==> images/clock_wires.png <==
Scale bar: 20 um.
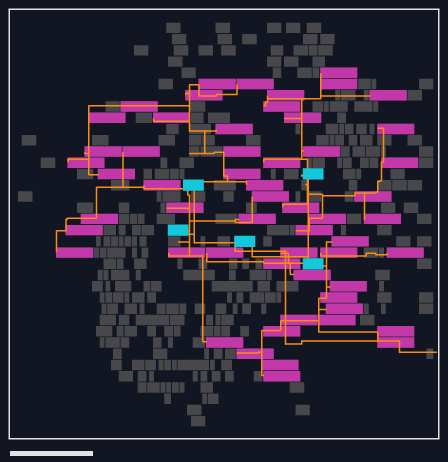
==> images/clock_nets.png <==
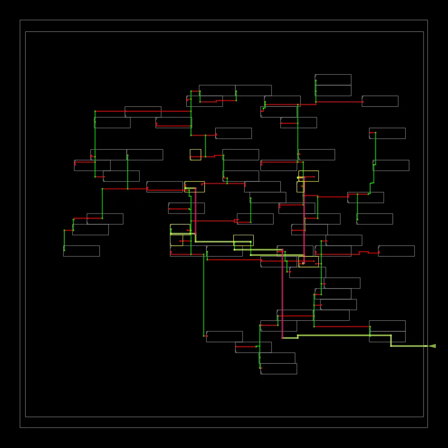
==> images/class_map.png <==
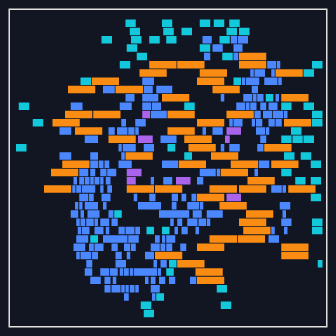
==> images/ff_map.png <==
Other sequential cells in the stronger grey, the rest of the logic in the fainter grey.
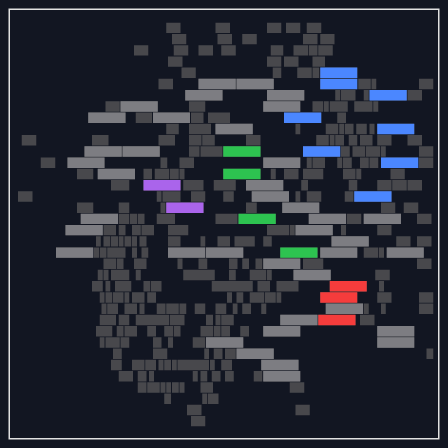
==> images/route_heat.png <==
21 x 21 tiles, from dark blue (low) to red (high), scaled to the fullest tile. Values are wire area over tile area, all layers added.
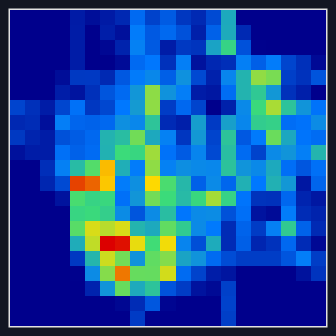
==> src/rtl/fifo_march_bist.sv <==
// fifo_march_bist: March C- self-test engine for the FIFO dual-port memory.
// Drives the memory strobes, addresses and data directly from registers.
// Checks each read word one cycle after its read strobe. Counts mismatches
// (saturating) and captures the address and element of the first one.
//
// state   | meaning
// --------+---------------------------------------------------------
// S_IDLE  | engine parked, waiting for BIST_EN && START
// S_M0    | up   : w0
// S_M1    | up   : r0, w1
// S_M2    | up   : r1, w0
// S_M3    | down : r0, w1
// S_M4    | down : r1, w0
// S_M5    | down : r0
// S_DRAIN | one cycle so the final M5 read data can be compared
// S_FIN   | result valid; DONE held until a new START or BIST_EN=0

module fifo_march_bist #(
    parameter int DATA_WIDTH = 8,
    parameter int ADDR_WIDTH = 4,
    parameter int CNT_WIDTH  = 8
) (
    input  logic                  WCLK,
    input  logic                  RST,
    input  logic                  BIST_EN,
    input  logic                  START,
    input  logic [1:0]            BG_SEL,
    output logic                  MEM_WINC,
    output logic [ADDR_WIDTH-1:0] MEM_WADDR,
    output logic [DATA_WIDTH-1:0] MEM_WDATA,
    output logic                  MEM_RINC,
    output logic [ADDR_WIDTH-1:0] MEM_RADDR,
    input  logic [DATA_WIDTH-1:0] MEM_RDATA,
    output logic                  BUSY,
    output logic                  DONE,
    output logic                  PASS,
    output logic [CNT_WIDTH-1:0]  FAIL_CNT,
    output logic [ADDR_WIDTH-1:0] FAIL_ADDR,
    output logic [2:0]            FAIL_ELEM
);

    typedef enum logic [3:0] {
        S_IDLE  = 4'd0,
        S_M0    = 4'd1,
        S_M1    = 4'd2,
        S_M2    = 4'd3,
        S_M3    = 4'd4,
        S_M4    = 4'd5,
        S_M5    = 4'd6,
        S_DRAIN = 4'd7,
        S_FIN   = 4'd8
    } state_t;

    localparam logic [ADDR_WIDTH-1:0] ADDR_FIRST = '0;
    localparam logic [ADDR_WIDTH-1:0] ADDR_LAST  = '1;
    localparam logic [CNT_WIDTH-1:0]  CNT_MAX    = '1;

    // Background word for an address; only the address parity matters.
    function automatic logic [DATA_WIDTH-1:0] bg_pattern(input logic [1:0] sel,
                                                         input logic odd);
        logic [DATA_WIDTH-1:0] p55;
        for (int i = 0; i < DATA_WIDTH; i++) begin
            p55[i] = ((i % 2) == 0);
        end
        case (sel)
            2'b01:   return p55;
            2'b10:   return odd ? ~p55 : p55;
            default: return '0;
        endcase
    endfunction

    function automatic logic [2:0] elem_of(input state_t s);
        case (s)
            S_M1:    return 3'd1;
            S_M2:    return 3'd2;
            S_M3:    return 3'd3;
            S_M4:    return 3'd4;
            S_M5:    return 3'd5;
            default: return 3'd0;
        endcase
    endfunction

    state_t                  state;
    logic [ADDR_WIDTH-1:0]   addr;
    logic                    phase;     // M1-M4: 0 = read slot, 1 = write slot
    logic [1:0]              bg;

    state_t                  nxt_state;
    logic [ADDR_WIDTH-1:0]   nxt_addr;
    logic                    nxt_phase;
    logic                    start_run;
    logic                    nxt_rw_elem;
    logic                    nxt_write;
    logic                    nxt_read;
    logic                    nxt_wr_inv;
    logic                    nxt_rd_inv;
    logic [1:0]              bg_eff;
    logic [DATA_WIDTH-1:0]   nxt_pat;

    logic [DATA_WIDTH-1:0]   rd_exp;
    logic [2:0]              rd_elem;
    logic                    cmp_valid;
    logic [DATA_WIDTH-1:0]   cmp_exp;
    logic [ADDR_WIDTH-1:0]   cmp_addr;
    logic [2:0]              cmp_elem;
    logic                    mismatch;

    // Sequencing: pick the operation the memory sees in the following cycle.
    always_comb begin
        nxt_state = state;
        nxt_addr  = addr;
        nxt_phase = phase;
        start_run = 1'b0;
        case (state)
            S_IDLE, S_FIN: begin
                if (BIST_EN && START) begin
                    nxt_state = S_M0;
                    nxt_addr  = ADDR_FIRST;
                    nxt_phase = 1'b0;
                    start_run = 1'b1;
                end
            end
            S_M0: begin
                if (addr == ADDR_LAST) begin
                    nxt_state = S_M1;
                    nxt_addr  = ADDR_FIRST;
                    nxt_phase = 1'b0;
                end else begin
                    nxt_addr = addr + 1'b1;
                end
            end
            S_M1, S_M2: begin
                if (!phase) begin
                    nxt_phase = 1'b1;
                end else if (addr == ADDR_LAST) begin
                    nxt_state = (state == S_M1) ? S_M2 : S_M3;
                    nxt_addr  = (state == S_M1) ? ADDR_FIRST : ADDR_LAST;
                    nxt_phase = 1'b0;
                end else begin
                    nxt_addr  = addr + 1'b1;
                    nxt_phase = 1'b0;
                end
            end
            S_M3, S_M4: begin
                if (!phase) begin
                    nxt_phase = 1'b1;
                end else if (addr == ADDR_FIRST) begin
                    nxt_state = (state == S_M3) ? S_M4 : S_M5;
                    nxt_addr  = ADDR_LAST;
                    nxt_phase = 1'b0;
                end else begin
                    nxt_addr  = addr - 1'b1;
                    nxt_phase = 1'b0;
                end
            end
            S_M5: begin
                if (addr == ADDR_FIRST) begin
                    nxt_state = S_DRAIN;
                end else begin
                    nxt_addr = addr - 1'b1;
                end
            end
            S_DRAIN: nxt_state = S_FIN;
            default: nxt_state = S_IDLE;
        endcase

        // Dropping BIST_EN parks the engine from any state.
        if (!BIST_EN && state != S_IDLE) begin
            nxt_state = S_IDLE;
            nxt_phase = 1'b0;
            start_run = 1'b0;
        end

        nxt_rw_elem = (nxt_state == S_M1) || (nxt_state == S_M2) ||
                      (nxt_state == S_M3) || (nxt_state == S_M4);
        nxt_write   = (nxt_state == S_M0) || (nxt_rw_elem && nxt_phase);
        nxt_read    = (nxt_state == S_M5) || (nxt_rw_elem && !nxt_phase);
        nxt_wr_inv  = (nxt_state == S_M1) || (nxt_state == S_M3);
        nxt_rd_inv  = (nxt_state == S_M2) || (nxt_state == S_M4);
        // The first M0 write must already use the background being latched.
        bg_eff      = start_run ? BG_SEL : bg;
        nxt_pat     = bg_pattern(bg_eff, nxt_addr[0]);
    end

    // Mismatch on the word requested in the previous cycle.
    assign mismatch = cmp_valid && (MEM_RDATA != cmp_exp);

    // FSM state and registered memory-side / status outputs.
    always_ff @(posedge WCLK or negedge RST) begin
        if (!RST) begin
            state     <= S_IDLE;
            addr      <= '0;
            phase     <= 1'b0;
            bg        <= 2'b00;
            MEM_WINC  <= 1'b0;
            MEM_WADDR <= '0;
            MEM_WDATA <= '0;
            MEM_RINC  <= 1'b0;
            MEM_RADDR <= '0;
            rd_exp    <= '0;
            rd_elem   <= 3'd0;
            BUSY      <= 1'b0;
            DONE      <= 1'b0;
            PASS      <= 1'b0;
        end else begin
            state <= nxt_state;
            addr  <= nxt_addr;
            phase <= nxt_phase;
            if (start_run) begin
                bg <= BG_SEL;
            end
            MEM_WINC <= nxt_write;
            if (nxt_write) begin
                MEM_WADDR <= nxt_addr;
                MEM_WDATA <= nxt_wr_inv ? ~nxt_pat : nxt_pat;
            end
            MEM_RINC <= nxt_read;
            if (nxt_read) begin
                MEM_RADDR <= nxt_addr;
                rd_exp    <= nxt_rd_inv ? ~nxt_pat : nxt_pat;
                rd_elem   <= elem_of(nxt_state);
            end
            BUSY <= (nxt_state != S_IDLE) && (nxt_state != S_FIN);
            DONE <= (nxt_state == S_FIN);
            // Includes the compare finishing in DRAIN; no compares run in FIN.
            PASS <= (nxt_state == S_FIN) && (FAIL_CNT == '0) && !mismatch;
        end
    end

    // Compare pipeline and first-failure capture.
    always_ff @(posedge WCLK or negedge RST) begin
        if (!RST) begin
            cmp_valid <= 1'b0;
            cmp_exp   <= '0;
            cmp_addr  <= '0;
            cmp_elem  <= 3'd0;
            FAIL_CNT  <= '0;
            FAIL_ADDR <= '0;
            FAIL_ELEM <= 3'd0;
        end else begin
            cmp_valid <= MEM_RINC && BIST_EN;
            cmp_exp   <= rd_exp;
            cmp_addr  <= MEM_RADDR;
            cmp_elem  <= rd_elem;
            if (start_run) begin
                FAIL_CNT  <= '0;
                FAIL_ADDR <= '0;
                FAIL_ELEM <= 3'd0;
            end else if (mismatch) begin
                if (FAIL_CNT == '0) begin
                    FAIL_ADDR <= cmp_addr;
                    FAIL_ELEM <= cmp_elem;
                end
                if (FAIL_CNT != CNT_MAX) begin
                    FAIL_CNT <= FAIL_CNT + 1'b1;
                end
            end
        end
    end

endmodule
==> config.mk <==
export PLATFORM = sky130hd
export DESIGN_NAME = fifo_march_bist
export DESIGN_NICKNAME = d
export VERILOG_FILES = /design/src/rtl/fifo_march_bist.sv
export SDC_FILE = /design/constraint.sdc
export NUM_CORES = 1
export LEC_CHECK = 0
export CORE_UTILIZATION = 29
export CTS_CLUSTER_DIAMETER = 100
export CTS_CLUSTER_SIZE = 12
export DETAILED_ROUTE_END_ITERATION = 16
export PLACE_DENSITY = 0.54
export SYNTH_ARGS = -nofsm -noshare
export SYNTH_HDL_FRONTEND = slang
export SYNTH_SLANG_ARGS = --single-unit
==> constraint.sdc <==
create_clock -name WCLK -period 3.2 [get_ports WCLK]
set_input_delay 0.64 -clock WCLK [delete_from_list [all_inputs] [get_ports WCLK]]
set_output_delay 0.64 -clock WCLK [all_outputs]
set_load 0.01 [all_outputs]
==> flow_results.xml <==
<?xml version="1.0" encoding="UTF-8"?>
<metrics>
  <group name="global_routing">
    <metric name="number_of_global_route_vias_before_repair" unit="">2184</metric>
  </group>
  <group name="synth">
    <metric name="synth.ff_latch_count" unit="">56</metric>
    <metric name="yosys-stat-cells" unit="">279</metric>
    <metric name="flip_flops_with_a_built_in_enable" unit="">0</metric>
    <metric name="synth_cells" unit="">279</metric>
    <metric name="dominant_register_cell" unit="">sky130_fd_sc_hd__dfrtp_1</metric>
    <metric name="syn-num-nets" unit="">300</metric>
    <metric name="yosysChipArea" unit="um^2">2990</metric>
  </group>
  <group name="timing">
    <metric name="setup_repair_after_global_routing_missed_its_margin" unit="">no</metric>
    <metric name="report.final.setup_viol" unit="">0</metric>
    <metric name="tightest_slew" unit="ns">0.929</metric>
    <metric name="timing.final.crit_share" unit="%">93.6</metric>
    <metric name="final.min_clock_period" unit="ns">3.00</metric>
    <metric name="fin_ws" unit="ns">0.204</metric>
    <metric name="fin_hold_ws" unit="ns">0.354</metric>
    <metric name="finalHoldViolations" unit="">0</metric>
  </group>
  <group name="setup_path">
    <metric name="critical_path.max_stage_delay" unit="ns">0.45</metric>
    <metric name="r2r-start" unit="">addr[0]$_DFF_PN0_</metric>
    <metric name="worstSetupStartpoint" unit="">addr[0]$_DFF_PN0_</metric>
    <metric name="crit_buf_inv" unit="">1</metric>
    <metric name="reg2reg_setup_slack" unit="ns">0.20</metric>
    <metric name="reg2reg_to" unit="">MEM_WADDR[3]$_DFFE_PN0P_</metric>
    <metric name="critPathRequiredTime" unit="ns">3.41</metric>
    <metric name="timing.setup.critical_path_class" unit="">register to register</metric>
    <metric name="cp.arrival" unit="ns">3.21</metric>
    <metric name="rr_worst_depth" unit="">8</metric>
    <metric name="worstSetupEndpointType" unit="">register</metric>
  </group>
  <group name="clocking">
    <metric name="cts-htree-levels" unit="">2</metric>
    <metric name="cts_stage_hold_buffer_count" unit="">0</metric>
    <metric name="clockRootBuffer" unit="">sky130_fd_sc_hd__clkbuf_8</metric>
  </group>
  <group name="final_layout">
    <metric name="most-common-layout-cells" unit="">sky130_fd_sc_hd__dfrtp_1 (56), sky130_fd_sc_hd__clkdlybuf4s50_1 (48), sky130_fd_sc_hd__nor2_1 (22)</metric>
    <metric name="area_growth_syn_to_layout" unit="%">23.2</metric>
    <metric name="logic_area" unit="um^2">1410</metric>
  </group>
  <group name="drt">
    <metric name="routed_via_density" unit="">4.86</metric>
    <metric name="detail_route.first_pass.iterations" unit="">5</metric>
    <metric name="route.antenna.remaining_nets" unit="">0</metric>
    <metric name="initialDrtViolationCount" unit="">76</metric>
  </group>
  <group name="place">
    <metric name="area_after_detailed_placement" unit="um^2">3600</metric>
    <metric name="numPortBuffers" unit="">49</metric>
    <metric name="dpl_ws" unit="ns">-0.00149</metric>
    <metric name="globalplace.congestion" unit="">0.838</metric>
  </group>
  <group name="run_status">
    <metric name="outcome" unit="">completed</metric>
  </group>
  <group name="power_and_ir_drop">
    <metric name="p_total" unit="mW">2.95</metric>
    <metric name="static-leakage-power" unit="nW">1.69</metric>
  </group>
  <group name="run">
    <metric name="maxCapViolCount" unit="">0</metric>
    <metric name="openroad.warnings" unit="">29</metric>
  </group>
  <group name="floorplan">
    <metric name="die_width" unit="um">104</metric>
    <metric name="core" unit="um^2">9910</metric>
  </group>
</metrics>
Back to the opening pictures, clock_wires.png:
Key: flip-flops = magenta [count 56]; clock wires = orange [length 703 um]; clock-net drivers = cyan [count 5]
There are 6 routed clock nets.
clock network fraction of total power: 13.6%
insertion delay of the later-clocked pin in the worst-skew pair: 0.31 ns
power attributed to the clock group: 0.402 mW

Back to the opening pictures, clock_nets.png:
count of clock tree sinks: 56
Clock Skew: 0.00488 ns
number of clock buffer instances in the layout: 5
count of sequential standard cells: 56
number of buffers created by CTS: 5

Back to the opening pictures, class_map.png:
Key: registers = orange [cells 56, share of their area 40%]; remaining logic cells = blue [cells 202, share of their area 42%]; remaining buffers and delay cells = cyan [cells 60, share of their area 16%]; clock drivers and dummy loads = purple [cells 8, share of their area 2.6%]
flip-flop and latch share of the layout cell area: 38.0%
standard-cell rows: 36
Core Util, Final: 37.2%

Back to the opening pictures, ff_map.png:
Key: FAIL_CNT = blue [flops 8, where upper right]; MEM_RADDR = green [flops 4, where centre]; bg = purple [flops 2]; cmp_elem = red [flops 3]
Another 39 sequential cells are not coloured.
power in sequential cells: 1.07 mW
Sequential Area: 1400 um^2

Back to the opening pictures, route_heat.png:
The mean over all tiles is 0.094. The densest ninth of the die: centre. 9.1% of the tiles are over half the peak. The fullest tile reaches 0.48. 29% of the tiles are nearly empty. The emptiest ninth of the die: upper left.
routed len/inst: 14.3 um
gr usage total: 12.8%
detailed-route via count: 2230
wire length after detailed routing: 6550 um

[where the power goes]
part / internal, mW / switching, mW
Combinational: 0.769 / 0.713
Clock: 0.156 / 0.246
Sequential: 0.907 / 0.163
Total: 1.83 / 1.12
[cell type report]
cell class                      count  share of cell area [%]
Multi-Input combinational cell    187                    38.1
Sequential cell                    56                    38.0
Timing Repair Buffer               60                    15.4
Tap cell                          133                    4.51
Clock buffer                        5                    1.87
Inverter                           15                    1.53
Clock inverter                      3                   0.576
[flip-flops by register name (all words and copies together), names as in the netlist, 3 cells and up]
name       count
FAIL_ADDR      4
FAIL_CNT       8
FAIL_ELEM      3
MEM_RADDR      4
MEM_WADDR      4
addr           4
cmp_addr       4
cmp_elem       3
rd_elem        3
state          4
[metrics by stage]
stage	setup TNS, ns	util [%]	cells
2_1_floorplan	0	-	279
3_3_place_gp	0	36.3	451
3_5_place_dp	-0.00149	36.3	451
4_1_cts	0	37.2	459
5_1_grt	0	37.2	459
6_report	0	37.2	459
[synth_stat cells (3+ instances only)]
library cell	instances
sky130_fd_sc_hd__a21oi_1	8
sky130_fd_sc_hd__and2_1	3
sky130_fd_sc_hd__and3_1	5
sky130_fd_sc_hd__and4_1	3
sky130_fd_sc_hd__buf_2	3
sky130_fd_sc_hd__buf_4	7
sky130_fd_sc_hd__buf_6	3
sky130_fd_sc_hd__clkbuf_1	7
sky130_fd_sc_hd__dfrtp_1	56
sky130_fd_sc_hd__ha_1	7
sky130_fd_sc_hd__inv_1	15
sky130_fd_sc_hd__mux2_1	5
sky130_fd_sc_hd__mux2_4	7
sky130_fd_sc_hd__mux2i_1	13
sky130_fd_sc_hd__nand2_1	20
sky130_fd_sc_hd__nand2b_1	8
sky130_fd_sc_hd__nand3_1	6
sky130_fd_sc_hd__nand4_1	4
sky130_fd_sc_hd__nor2_1	22
sky130_fd_sc_hd__nor3_1	3
sky130_fd_sc_hd__nor4_1	4
sky130_fd_sc_hd__o21ai_0	10
sky130_fd_sc_hd__o31ai_1	3
sky130_fd_sc_hd__or3_1	3
sky130_fd_sc_hd__xor2_1	11
[cell families (layout without fill, tap and decap cells)]
kind of cell | count (synthesis) | after routing | synth area share (%)
flip-flops | 56 | 56 | 46.8
buffers and inverters | 36 | 83 | 6.27
adder cells (fa/ha/maj) | 8 | 8 | 3.26
multiplexers | 26 | 26 | 10.1
AND-OR/OR-AND | 46 | 46 | 12.7
AND/OR/NAND/NOR | 95 | 95 | 17.4
XOR/XNOR | 12 | 12 | 3.51
[repair_timing]
item	CTS	global route
resized	0	1
setup endpoints to repair	0	3
endpoints found under the hold margin	0	0
[layer usage]
| metal | vias to the layer above | track usage [%] | share of wire (%) |
|---|---|---|---|
| li1 | 1074 | - | - |
| met1 | 1102 | 16.6 | 46 |
| met2 | 47 | 21.9 | 49 |
| met3 | 7 | 2.64 | 3.8 |
| met4 | 0 | 2.48 | 0.84 |
| met5 | - | 0 | 0 |
Power and IR drop assume default switching activity.
